==> run_1/sizing.png <==
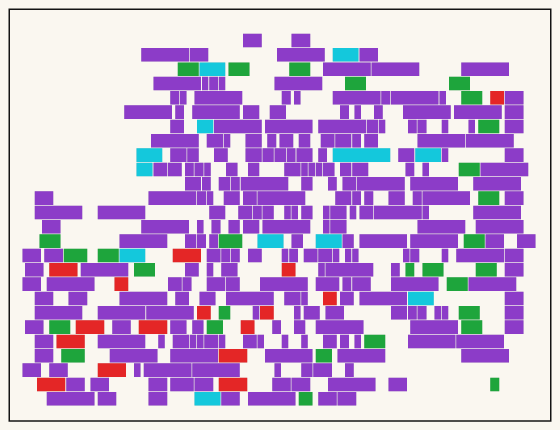
==> run_1/layers.png <==
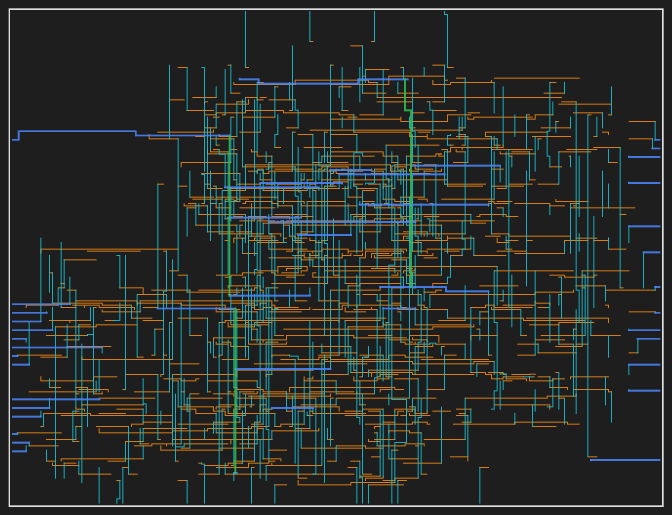
==> run_1/port_trees.png <==
Scale bar: 20 microns.
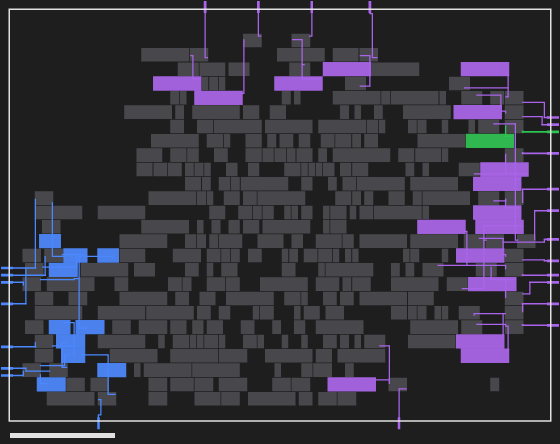
==> config.mk <==
export PLATFORM = sky130hd
export DESIGN_NAME = sparse_encoder
export DESIGN_NICKNAME = d
export VERILOG_FILES = /design/src/rtl/sparse_mac_pkg.sv /design/src/rtl/sparse_encoder.sv
export SDC_FILE = /design/constraint.sdc
export NUM_CORES = 1
export LEC_CHECK = 0
export CAP_MARGIN = 20
export CORE_ASPECT_RATIO = 0.75
export CORE_MARGIN = 2
export CORE_UTILIZATION = 43
export CTS_CLUSTER_SIZE = 40
export DETAILED_ROUTE_END_ITERATION = 12
export PLACE_DENSITY = 0.75
export SYNTH_ARGS = -nofsm -noshare
export SYNTH_HDL_FRONTEND = slang
export SYNTH_SLANG_ARGS = --single-unit
==> constraint.sdc <==
create_clock -name mac_clk -period 3.8 [get_ports mac_clk]
set_input_delay 1.14 -clock mac_clk [delete_from_list [all_inputs] [get_ports mac_clk]]
set_output_delay 1.14 -clock mac_clk [all_outputs]
set_load 0.02 [all_outputs]
==> changes_impl.md, run 1 <==
### Metrics

- Outcome: complete, no violations
- EDFF count, synth: 0
- RSZ-0062 raised after global routing: false
- CTS clk-pin slew, worst paths: ~80 ps
- WS Path Type: input port to output port
- Grt total ovfl: 0
- Simple-Gate Area Share: around 15%
- Initial antenna violation count: 0
- P_leak: 1.66 nW
- CORE AREA: around 0.0069 sq mm
- Period utilization: a little over nine tenths
- Fillers: about 640
- FF-to-FF setup slack: 1760 ps
- Post-Synth AOI/OAI Area: 12.3%
- TNS Setup: 0 ps
- CTS buffer count: 9
- Clk root buf: clkbuf_8
- # setup viols final: 0
- Drt first pass iters: 4
- Yosys Chip Area: 0.00313 sq mm
- Critical path data required time: around 2700 ps
- CTS tree: yes
- Worst hold path class: flip-flop to flip-flop
- Vias in the first global route: ~2100
- Top FF cell, synth: dfrtp_1
- PwrDens: about 450 mW/mm^2
- H-Tree Depth: 3
- Tmin final: 3590 ps
- Site Rows: 26
- Main logic family: simple AND/OR/NAND/NOR gates
- ANT nets after route: 0
- DR DRC count: 0
- VDD IR-drop max: around 0.00021 V
- Overall power: between 0.0015 and 0.002 W
- Vertical die dimension: slightly below 80 microns
- Commonest cells post-synth: 67 x dfrtp_1, 37 x nand2_1, 22 x o21ai_0
- Dominant cell type by area after synthesis: dfrtp_1
- Late-Pin Clk Latency: roughly 360 ps
- Hold depth: 2
- WP data arrival: about 2500 ps
About sizing.png:
legend:
  x3 and x4:
    color: red
    cells: 16
    share: 4.9%
  x6 and larger:
    color: cyan
    cells: 12
    share: 3.7%
  x2:
    color: green
    cells: 29
    share: 8.9%
  x1 and smaller:
    color: purple
    cells: 270
    share: 83%
number of non-clock buffers: 48
worst setup margin: 209 ps
Design Area, Final: 0.00384 sq mm
Syn-to-layout area delta: 22.9%

About layers.png:
legend:
  M2:
    color: cyan
    wire_length: 2880 microns
  M3:
    color: blue
    wire_length: 382 microns
  M4:
    color: green
    wire_length: 84.6 microns
  M1:
    color: orange
    wire_length: 3110 microns
DR vias: 2268
Tot GR Track Use: 17.7%
WL final: 6460 microns
wire per inst: 15.2 microns

About port_trees.png:
legend:
  nnz_cnt_o:
    color: purple
    bits: 16
    direction: output
    edge: 11 east, 4 north, 1 south
    end_cells: 16
    buffers: 16
    wire: 314 microns
  dense_value_i:
    color: blue
    bits: 8
    direction: input
    edge: 7 west, 1 south
    end_cells: 10
    buffers: 8
    wire: 158 microns
  vec_done_o:
    color: green
    bits: 1
    direction: output
    edge: east
    end_cells: 1
    buffers: 1
    wire: 8.40 microns
number of I/O pins: 45
number of port buffers: 44

-- run 1: critical path: cells and delay by family --
kind	cells	cell delay, ps
buf+inv	2	970
simple gates	1	340
-- run 1: power by group --
part | switching (W) | total [W] | internal (W)
clock | 0.000300 | 0.000606 | 0.000306
sequential | 0.0000451 | 0.000822 | 0.000777
combinational | 0.000149 | 0.000300 | 0.000150
-- run 1: cells by family (layout without fill, tap and decap cells) --
kind of cell               count (synthesis)  count (layout)
AOI/OAI and AO/OA                         58              58
xor gates and xnor gates                  15              15
adders and majority gates                  2               2
buffers and inverters                     17              67
DFF                                       67              67
muxes                                     29              29
and+or+nand+nor                           89              89
-- run 1: final cells by class --
cell class / count / area share [%]
Inverter: 3 / 0.293
Timing Repair Buffer: 48 / 12.1
Sequential cell: 67 / 43.6
Tap cell: 98 / 3.19
Multi-Input combinational cell: 193 / 35.6
Clock buffer: 9 / 3.22
Clock inverter: 7 / 1.95
-- run 1: per-stage QoR --
step                std cells  area [sq um]  hold slack (ps)  setup WS, ps
detailed placement        409          3650              467           208
global placement          409          3650              457           228
floorplan                 277          3130              445          1060
finish                    425          3840              481           209
CTS                       425          3840              489           205
global route              425          3840              506           187
-- run 1: routing by layer --
layer	routed length, microns	GRT usage [%]	vias to the layer above
met2	2880	25.2	58
met3	381	5.59	8
met5	0	0	-
met1	3110	25.1	1098
met4	84	6.80	0
li1	-	-	1104
-- run 1: layout by cell type (no fill, tap or decap), types with 3 or more instances in the layout --
cell,instances
mux2_4,8
or3_1,3
nand3_1,9
buf_4,4
xor2_1,13
nor2_1,7
a21oi_1,7
clkinvlp_4,3
clkdlybuf4s50_1,43
nor3b_1,3
and4_1,4
inv_1,3
mux2_2,20
dfrtp_1,67
o21ai_0,22
clkbuf_8,9
nand4_1,10
nand2_1,37
nand3b_1,4
o31ai_1,10
a31oi_1,3
==> run_1/class_map.png <==
Fill, decap, tap and diode cells in gray.
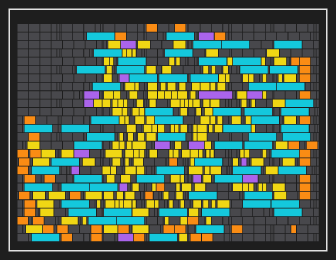

==> run 2: changes to the inputs <==
- CELL_PAD_IN_SITES_DETAIL_PLACEMENT: not set -> 1
- CELL_PAD_IN_SITES_GLOBAL_PLACEMENT: not set -> 1
- PLACE_DENSITY: 0.75 -> 0.89
==> run_2/class_map.png <==
Fill, decap, tap and diode cells in gray.
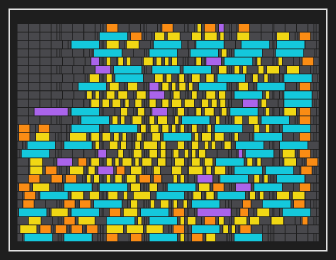
legend:
  clock drivers and dummy loads:
    color: purple
    cells: 16
  registers:
    color: cyan
    cells: 67
  remaining logic cells:
    color: yellow
    cells: 196
  remaining buffers and delay cells:
    color: orange
    cells: 49
Design Area, Final: 0.00387 sq mm
Seq area share: 43.3%
Util after Layout: 55.9%
CORE AREA: 0.00693 sq mm

==> run_2/port_trees.png <==
Scale bar: 20 microns.
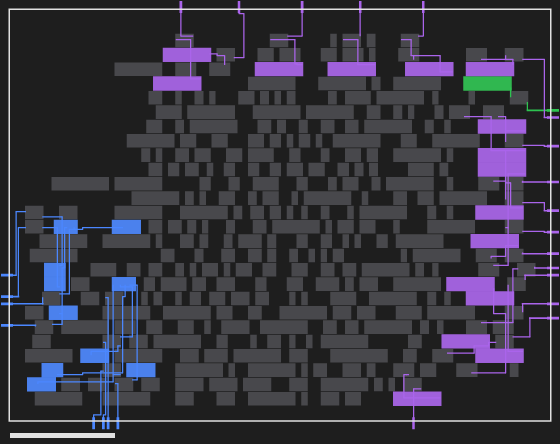

==> changes_impl.md, run 2 <==
### Metrics

- RSZ-0062 raised after global routing: false
- CTS buffer count: 9 (unchanged)
- Worst Setup Start Kind: input port
- WL final: 7370 microns (+14%)
- P_leak: 1.68 nW (+0.96%)
- Core Util at FP: between 40% and 50%
- Synth Area in XOR/XNOR: roughly 4.2%
- DR vias: 2356 (+3.9%)
- Gpl congestion: around 0.8
- Hold depth: 2 (unchanged)
- DR DRC count: 0 (unchanged)
- FF-to-FF setup slack: 1750 ps (about the same)
- Critical path data required time: 2660 ps (about the same)
- Critical-path maximum fanout: 5
- # Post-CTS Setup Buffers: 0
- Commonest Layout Cell: dfrtp_1
- Final nets: 338
- Rel. slew slack: between 40 and 50%
- #FFs+latches synth: 67
- Tmin final: 3610 ps (+15.8 ps)
- Sw frac: 27.2% (-1.4 points)
- Syn-to-layout area delta: 23.7%
- Drt first pass iters: 4 (unchanged)
- Post-Synth AOI/OAI Area: 12.3% (unchanged)
- Proportion of layout cells with a drive suffix above 1: 17.4%
- CP dominant cell by count: clkdlybuf4s50_1
- Yosys cell count: between 200 and 300
- Cell depth of the worst flop-to-flop path: 6
- H-Tree Depth: 3 (unchanged)
- Psw: 0.000485 W (-1.9%)
- Top FF cell, synth: dfrtp_1
- Worst setup EP type: output port
- WP data arrival: 2470 ps (+20 ps)
- Commonest cells post-synth: 67 x dfrtp_1, 37 x nand2_1, 22 x o21ai_0
- Count of tool warnings: 26
- CTS tree: yes
- Period utilization: 94.9% (+0.42 points)
- PwrDens: 461 mW/mm^2 (+2.6%)
- Site Rows: 26 (unchanged)
- Late-Pin Clk Latency: 340 ps (-20 ps)
- EDFF count, synth: 0 (unchanged)
- Top cells by area: dfrtp_1 54%, mux2_2 7.2%, nand2_1 4.4%
- Outcome: complete, no violations
- WS Path Type: input port to output port
- ANT nets after route: 0 (unchanged)
- Final hold slack: 483 ps (+2.05 ps)
- Internal Power: 0.00130 W (+5.3%)
- DR iter-0 viols: 113
- Die area: approximately 0.0080 sq mm
- Top cell area share: 53.6%
- TNS Setup: 0 ps (unchanged)
- Crit path largest cell delay: around 560 ps
- Hold_buf cts: 0
- Main logic family: simple AND/OR/NAND/NOR gates
- Vias in the first global route: 2481 (+18%)
- Simple-Gate Area Share: 15.2% (unchanged)
- Number of I/O pins: 45 (unchanged)
- FMAX: about 280 MHz
- Skew final: between 7 and 8 ps
- Top Layout Cells: 67 x dfrtp_1, 43 x clkdlybuf4s50_1, 37 x nand2_1
- Tot GR Track Use: 20.4% (+2.7 points)
- Grt total ovfl: 0 (unchanged)
- Slowest stage cell on the critical path: clkdlybuf4s50_1
- Combinational Power Share: 17.2% (about the same)
- Yosys Chip Area: 0.00313 sq mm (unchanged)
- VDD IR-drop max: 0.000318 V (+54%)
- YS warnings: 0
- Clk pwr share: 36.6% (+1.5 points)
- Number of port buffers: 44 (unchanged)
- Hpwl dp: between 5000 and 6000 microns
- Post-synthesis sequential area ratio: 53.6%
- Post-cts sizing count: 0
- Ys async rst share: 100%
- CTS clk-pin slew, worst paths: 70 ps (about the same)
- Crit-path cells: clkdlybuf4s50_1 -> or2b_2 -> clkdlybuf4s50_1
- Wire per inst: 17.3 microns (+14%)
- Sequential Power Share: 46.3% (-1.3 points)
- Worst hold path class: flip-flop to flip-flop
- Clock sinks: around 67
- Final Hold Viols: 0
- Vertical die dimension: 77.9 microns (unchanged)
- Vias per cell: approximately 5.5
- Chip width: 102 microns
- Adder Area Share: 0.800%
- # setup viols final: 0 (unchanged)
- Area fraction in mux cells: around 11%
- Clk root buf: clkbuf_8
- Initial antenna violation count: 0 (unchanged)
- Dominant cell type by area after synthesis: dfrtp_1
[run 2: final cells by class]
cell class / count / area, sq um
clock buffer: 10 / 128
clock inverter: 6 / 88.8
fill: 746 / 3060
inverter: 3 / 11.3
multi-input combinational: 193 / 1370
sequential: 67 / 1680
tap: 98 / 123
timing repair buffer: 49 / 473
[run 2: logic make-up after synthesis]
family	after synthesis
and+or+nand+nor	89
DFF	67
AOI/OAI and AO/OA	58
muxes	29
buffers and inverters	17
xor gates and xnor gates	15
adders and majority gates	2
[run 2: metal layers]
metal / share of wire (%) / wire (microns) / global-route usage (%) / vias up
li1: - / - / - / 1105
met1: 47 / 3440 / 27.0 / 1203
met2: 50 / 3670 / 32.7 / 44
met3: 3.3 / 244 / 6.49 / 4
met4: 0.34 / 25 / 4.80 / 0
met5: 0 / 0 / 0 / -
[run 2: worst max-delay path, delay by kind of cell]
kind	cells	cell delay, ps
buf+inv	2	980
simple gates	1	350
[run 2: power groups by stage]
stage | logic (W) | registers [W] | clock network, W
after floorplan | 0.000119 | 0.000877 | 0
after global placement | 0.000298 | 0.000832 | 0
after detailed placement | 0.000307 | 0.000839 | 0
after CTS | 0.000310 | 0.000826 | 0.000671
after global routing | 0.000332 | 0.000836 | 0.000696
final | 0.000306 | 0.000825 | 0.000652
[run 2: through the flow]
stage / util (%) / instance area [sq um] / power [W] / setup WS, ps / std cells
final: 55.9 / 3870 / 0.00178 / 193 / 426
after global routing: 55.9 / 3870 / 0.00186 / 176 / 426
after CTS: 55.9 / 3870 / 0.00181 / 194 / 426
after detailed placement: 52.7 / 3650 / 0.00115 / 211 / 410
after global placement: 52.7 / 3650 / 0.00113 / 228 / 410
after floorplan: - / 3130 / 0.000997 / 1060 / 277
Power figures rest on the tool's default switching activity, not on a simulated workload.
